**src/rtl/load_store_unit.sv**
```systemverilog
// load_store_unit: memory-access stage between execute and the data memory.
// It takes one load/store request per handshake and aligns the address, the
// store data and the byte mask for the word-wide memory port. After LATENCY
// wait cycles it issues exactly one single-cycle memory access. It then
// extracts and extends the load result and holds it until writeback takes it.
//
// Ports
//   clock, reset            single clock, synchronous active-high reset
//   inValid/inReady         request handshake from execute
//   inIsLoad/inIsStore      operation kind (exactly one must be set)
//   inFunct3                RV32I width code
//   inAddr, inWdata         byte address and LSB-aligned store data
//   outValid/outReady       response handshake to writeback
//   outData, outErr         extended load result / error flag
//   memValid, memWriteEnable, memReadAddr, memWriteAddr,
//   memWriteData, memWriteMask, memReadData   word-wide memory port
module load_store_unit #(
   parameter int unsigned LATENCY = 0
) (
   input  logic        clock,
   input  logic        reset,
   input  logic        inValid,
   output logic        inReady,
   input  logic        inIsLoad,
   input  logic        inIsStore,
   input  logic [2:0]  inFunct3,
   input  logic [31:0] inAddr,
   input  logic [31:0] inWdata,
   output logic        outValid,
   input  logic        outReady,
   output logic [31:0] outData,
   output logic        outErr,
   output logic        memValid,
   output logic        memWriteEnable,
   output logic [31:0] memReadAddr,
   output logic [31:0] memWriteAddr,
   output logic [31:0] memWriteData,
   output logic [3:0]  memWriteMask,
   input  logic [31:0] memReadData
);

   localparam logic [1:0] S_IDLE   = 2'd0;
   localparam logic [1:0] S_WAIT   = 2'd1;
   localparam logic [1:0] S_ACCESS = 2'd2;
   localparam logic [1:0] S_RESP   = 2'd3;

   // The counter holds the wait cycles still to go after the current one.
   // So it starts at LATENCY-1, and ACCESS follows the cycle where it reads 0.
   localparam logic [3:0] WAIT_INIT = (LATENCY == 32'd0) ? 4'd0 : 4'(LATENCY - 32'd1);

   // Byte-lane enables for an access of width code size[1:0] at byte offset off.
   function automatic logic [3:0] lane_mask(input logic [1:0] size, input logic [1:0] off);
      logic [3:0] m;
      case (size)
         2'b00:   m = 4'b0001 << off;
         2'b01:   m = 4'b0011 << off;
         2'b10:   m = 4'b1111;
         default: m = 4'b0000;
      endcase
      return m;
   endfunction

   // A request is rejected for a bad kind combination, an unknown width code or
   // a misaligned halfword/word address.
   function automatic logic request_error(input logic is_load, input logic is_store,
                                          input logic [2:0] f3, input logic [1:0] off);
      logic bad_kind;
      logic bad_width;
      logic misaligned;
      bad_kind   = (is_load == is_store);
      bad_width  = is_load ? ((f3 == 3'b011) || (f3[2:1] == 2'b11))
                           : (f3[2] || (f3[1:0] == 2'b11));
      misaligned = ((f3[1:0] == 2'b01) && off[0]) ||
                   ((f3[1:0] == 2'b10) && (off != 2'b00));
      return bad_kind || bad_width || misaligned;
   endfunction

   // Move the addressed lane(s) down to bit 0 and sign- or zero-extend them.
   function automatic logic [31:0] load_extend(input logic [2:0] f3, input logic [31:0] word,
                                               input logic [1:0] off);
      logic [31:0] sh;
      logic [31:0] r;
      sh = word >> {off, 3'b000};
      case (f3)
         3'b000:  r = {{24{sh[7]}}, sh[7:0]};
         3'b001:  r = {{16{sh[15]}}, sh[15:0]};
         3'b100:  r = {24'd0, sh[7:0]};
         3'b101:  r = {16'd0, sh[15:0]};
         default: r = sh;
      endcase
      return r;
   endfunction

   logic [1:0]  state_r;
   logic [3:0]  cnt_r;
   logic        is_store_r;
   logic [2:0]  funct3_r;
   logic [1:0]  offset_r;
   logic [31:0] mem_addr_r;
   logic [31:0] mem_wdata_r;
   logic [3:0]  mem_mask_r;
   logic        out_valid_r;
   logic        out_err_r;
   logic [31:0] out_data_r;
   logic        accept_s;
   logic        req_err_s;

   // Request acceptance and legality of the incoming request.
   always_comb begin
      accept_s  = (state_r == S_IDLE) && inValid && !reset;
      req_err_s = request_error(inIsLoad, inIsStore, inFunct3, inAddr[1:0]);
   end

   // Handshake and strobe outputs. They are gated by reset so that nothing is
   // accepted or strobed during the reset cycle itself.
   assign inReady        = (state_r == S_IDLE) && !reset;
   assign memValid       = (state_r == S_ACCESS) && !reset;
   assign memWriteEnable = memValid && is_store_r;
   assign memReadAddr    = mem_addr_r;
   assign memWriteAddr   = mem_addr_r;
   assign memWriteData   = mem_wdata_r;
   assign memWriteMask   = mem_mask_r;
   assign outValid       = out_valid_r;
   assign outData        = out_data_r;
   assign outErr         = out_err_r;

   // Request FSM, latched memory-port values and the registered response.
   always_ff @(posedge clock) begin
      if (reset) begin
         state_r     <= S_IDLE;
         cnt_r       <= 4'd0;
         is_store_r  <= 1'b0;
         funct3_r    <= 3'd0;
         offset_r    <= 2'd0;
         mem_addr_r  <= 32'd0;
         mem_wdata_r <= 32'd0;
         mem_mask_r  <= 4'd0;
         out_valid_r <= 1'b0;
         out_err_r   <= 1'b0;
         out_data_r  <= 32'd0;
      end else begin
         case (state_r)
            S_IDLE: begin
               if (accept_s) begin
                  is_store_r  <= inIsStore;
                  funct3_r    <= inFunct3;
                  offset_r    <= inAddr[1:0];
                  mem_addr_r  <= {inAddr[31:2], 2'b00};
                  mem_wdata_r <= inWdata << {inAddr[1:0], 3'b000};
                  mem_mask_r  <= lane_mask(inFunct3[1:0], inAddr[1:0]);
                  if (req_err_s) begin
                     // Rejected requests skip the memory and answer at once.
                     state_r     <= S_RESP;
                     out_valid_r <= 1'b1;
                     out_err_r   <= 1'b1;
                     out_data_r  <= 32'd0;
                  end else if (LATENCY == 32'd0) begin
                     state_r <= S_ACCESS;
                  end else begin
                     cnt_r   <= WAIT_INIT;
                     state_r <= S_WAIT;
                  end
               end
            end
            S_WAIT: begin
               if (cnt_r == 4'd0) begin
                  state_r <= S_ACCESS;
               end else begin
                  cnt_r <= cnt_r - 4'd1;
               end
            end
            S_ACCESS: begin
               out_valid_r <= 1'b1;
               out_err_r   <= 1'b0;
               out_data_r  <= is_store_r ? 32'd0 : load_extend(funct3_r, memReadData, offset_r);
               state_r     <= S_RESP;
            end
            S_RESP: begin
               if (outReady) begin
                  out_valid_r <= 1'b0;
                  state_r     <= S_IDLE;
               end
            end
            default: begin
               state_r <= S_IDLE;
            end
         endcase
      end
   end

endmodule

```
**config.mk**
```make
export PLATFORM = sky130hd
export DESIGN_NAME = load_store_unit
export DESIGN_NICKNAME = d
export VERILOG_FILES = /design/src/rtl/load_store_unit.sv
export SDC_FILE = /design/constraint.sdc
export NUM_CORES = 1
export LEC_CHECK = 0
export CORE_MARGIN = 4
export CORE_UTILIZATION = 30
export DETAILED_ROUTE_END_ITERATION = 10
export GPL_TIMING_DRIVEN = 0
export SYNTH_ARGS = -nofsm -noshare
export SYNTH_HDL_FRONTEND = slang
export SYNTH_SLANG_ARGS = --single-unit
```
**constraint.sdc**
```tcl
create_clock -name clock -period 3.8 [get_ports clock]
set_input_delay 0.76 -clock clock [delete_from_list [all_inputs] [get_ports clock]]
set_output_delay 0.76 -clock clock [all_outputs]
set_load 0.1 [all_outputs]
```
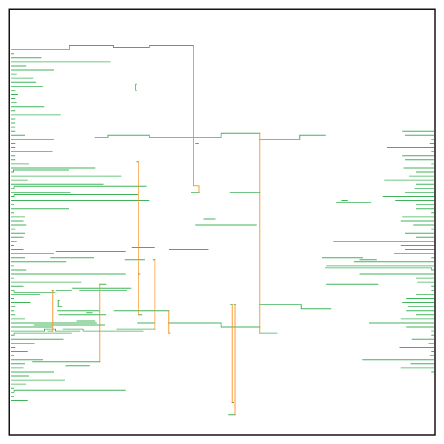
Figure 1: run 1, signal wires by layer.
Drawn at 3 px/µm. Only two layers are drawn.
orange -> met4  # wire length 308 µm
green -> met3  # wire length 2,000 µm

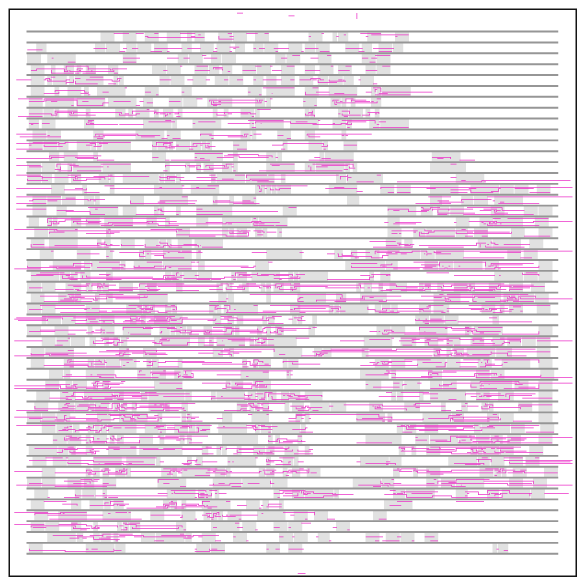
Figure 2: run 1, met1 routing.
Drawn at 4 px/µm. Supply wires on this layer in grey.
longest straight run = 47.8 µm
share of all routed wire = 42%
nets with wire on the layer = 864
main direction = horizontal
wire length on this layer = 8,240 µm

==> results.json, run 1 <==
{
  "status": "finished clean",
  "p_sw_uw": 1690,
  "buf_share_pct": 34.2,
  "cp_max_fo": 10,
  "yosys_warnings": 0,
  "flop-count": 112,
  "rows": 48,
  "top_cell_area_share_pct": 42.0,
  "final_cell_mix": "clkdlybuf4s50_1 (234), dfxtp_1 (112), nand2_1 (91), nand3b_1 (57)",
  "edf_count": 0,
  "simple_gate_share_pct": 22.1,
  "grt_pass1_vias": 5250,
  "dr.pass1.iters": 7,
  "cp.depth": 4,
  "r2r_end": "memReadAddr[25]",
  "fin_ws_ns": 0.288,
  "dr_wl_met3_mm": 2.00,
  "post_dp_cell_area_um2": 8000,
  "coreArea_um2": 17400,
  "combinationalPower_uw": 1580,
  "wl_met1_mm": 8.24,
  "ys_chip_area_um2": 5340,
  "pwr.group.clock_uw": 1010,
  "finClkSkew_ns": 0.00589,
  "tool_warnings": 27,
  "register_area_um2": 2240,
  "post-route-cell-area_um2": 8310,
  "leakagePower_uw": 0.00319,
  "r2r-start": "state_r[0]",
  "grt_pass1_wl_mm": 29.8,
  "cts_resized": 2,
  "cts_tree": "built",
  "criticalPathCategory": "in -> out",
  "cp_cell_sequence": "clkdlybuf4s50_1 -> clkbuf_1 -> nor3b_2 -> dlygate4sd2_1",
  "insertion_delay_ns": 0.36,
  "top_logic_kind": "simple AND/OR/NAND/NOR gates",
  "grt_overflow": 0,
  "areaGrowthSynthToFinish_pct": 55.6,
  "min_path_cells": 2,
  "num-fill-cells": 1699,
  "clockNetworkAreaShare_pct": 3.72,
  "stdcell_count": 1089,
  "top_area_cell": "dfxtp_1",
  "met2_usage_pct": 31.1,
  "n_tap_cell": 225,
  "async_flop_share_pct": 0,
  "xor_share_pct": 0.492,
  "comb_share_pct": 31.5,
  "cts-root-buf": "clkbuf_16",
  "ioPinCount": 242
}
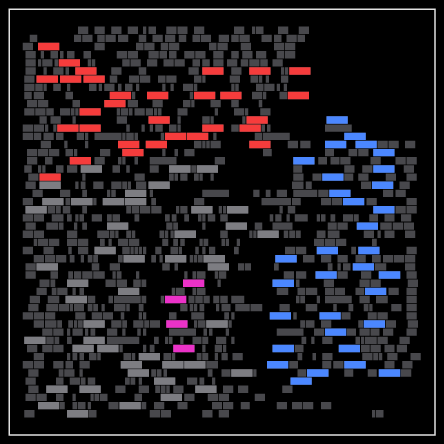
Figure 3: run 1, where the registers sit.
Drawn at 3 px/µm. Other sequential cells in the stronger grey, the rest of the logic in the fainter grey.
red -> memReadAddr  # flops 30
blue -> outData  # flops 32
magenta -> cnt_r  # flops 4
not coloured = 46

==> run 1 -> run 2 <==
- TNS_END_PERCENT: default -> 5
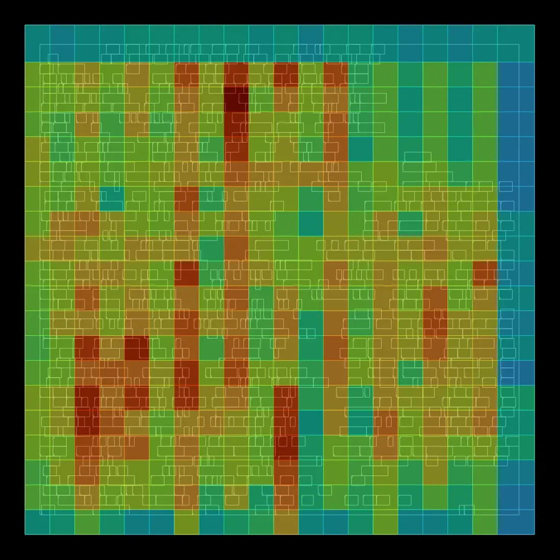
Figure 4: run 2, routing congestion map.
global-route usage over all layers: 19.0%
grt met3 use: 7.11%

==> results.json, run 2 <==
{
  "status": "finished clean",
  "yosys_warnings": 0,
  "edf_count": 0,
  "r2r_end": "memReadAddr[25]",
  "pwr.group.clock_uw": 1010,
  "async_flop_share_pct": 0,
  "cp_max_fo": 10,
  "rows": 48,
  "grt_pass1_wl_mm": 29.8,
  "wire_per_inst_um": 18.0,
  "stdcell_count": 1089,
  "dpl.hpwl_mm": 14.9,
  "cts_resized": 2,
  "min_path_cells": 2,
  "num-fill-cells": 1699,
  "buf_share_pct": 34.2,
  "grt-busiest-layer": "met2",
  "inv_count": 5,
  "final_cell_mix": "clkdlybuf4s50_1 (234), dfxtp_1 (112), nand2_1 (91), nand3b_1 (57)",
  "drc": 0,
  "flop-count": 112,
  "cts_tree": "built",
  "met2_usage_pct": 31.1,
  "finalCoreUtilization_pct": 47.9,
  "tool_warnings": 27,
  "compound_area_share_pct": 16.0,
  "criticalPathCategory": "in -> out",
  "combinationalPower_uw": 1580,
  "dr.pass1.iters": 7,
  "areaGrowthSynthToFinish_pct": 55.6,
  "post_dp_cell_area_um2": 8000,
  "cp.depth": 4,
  "wl_met1_mm": 8.24,
  "top_area_cell": "dfxtp_1",
  "insertion_delay_ns": 0.36,
  "cp_cell_sequence": "clkdlybuf4s50_1 -> clkbuf_1 -> nor3b_2 -> dlygate4sd2_1",
  "grt_overflow": 0,
  "dr_wl_met3_mm": 2.00,
  "post-route-cell-area_um2": 8310,
  "comb_share_pct": 31.5,
  "register_area_um2": 2240,
  "top_logic_kind": "simple AND/OR/NAND/NOR gates",
  "p_sw_uw": 1690,
  "worstPathArrival_ns": 2.75,
  "simple_gate_share_pct": 22.1,
  "n_tap_cell": 225,
  "ys_chip_area_um2": 5340,
  "r2r-start": "state_r[0]",
  "fin_ws_ns": 0.288,
  "ioPinCount": 242,
  "leakagePower_uw": 0.00319,
  "clockNetworkAreaShare_pct": 3.72,
  "xor_share_pct": 0.492,
  "grt_pass1_vias": 5250,
  "cts-root-buf": "clkbuf_16",
  "post_synth.cell_area_avg_um2": 8.76,
  "via_per_inst": 4.80
}
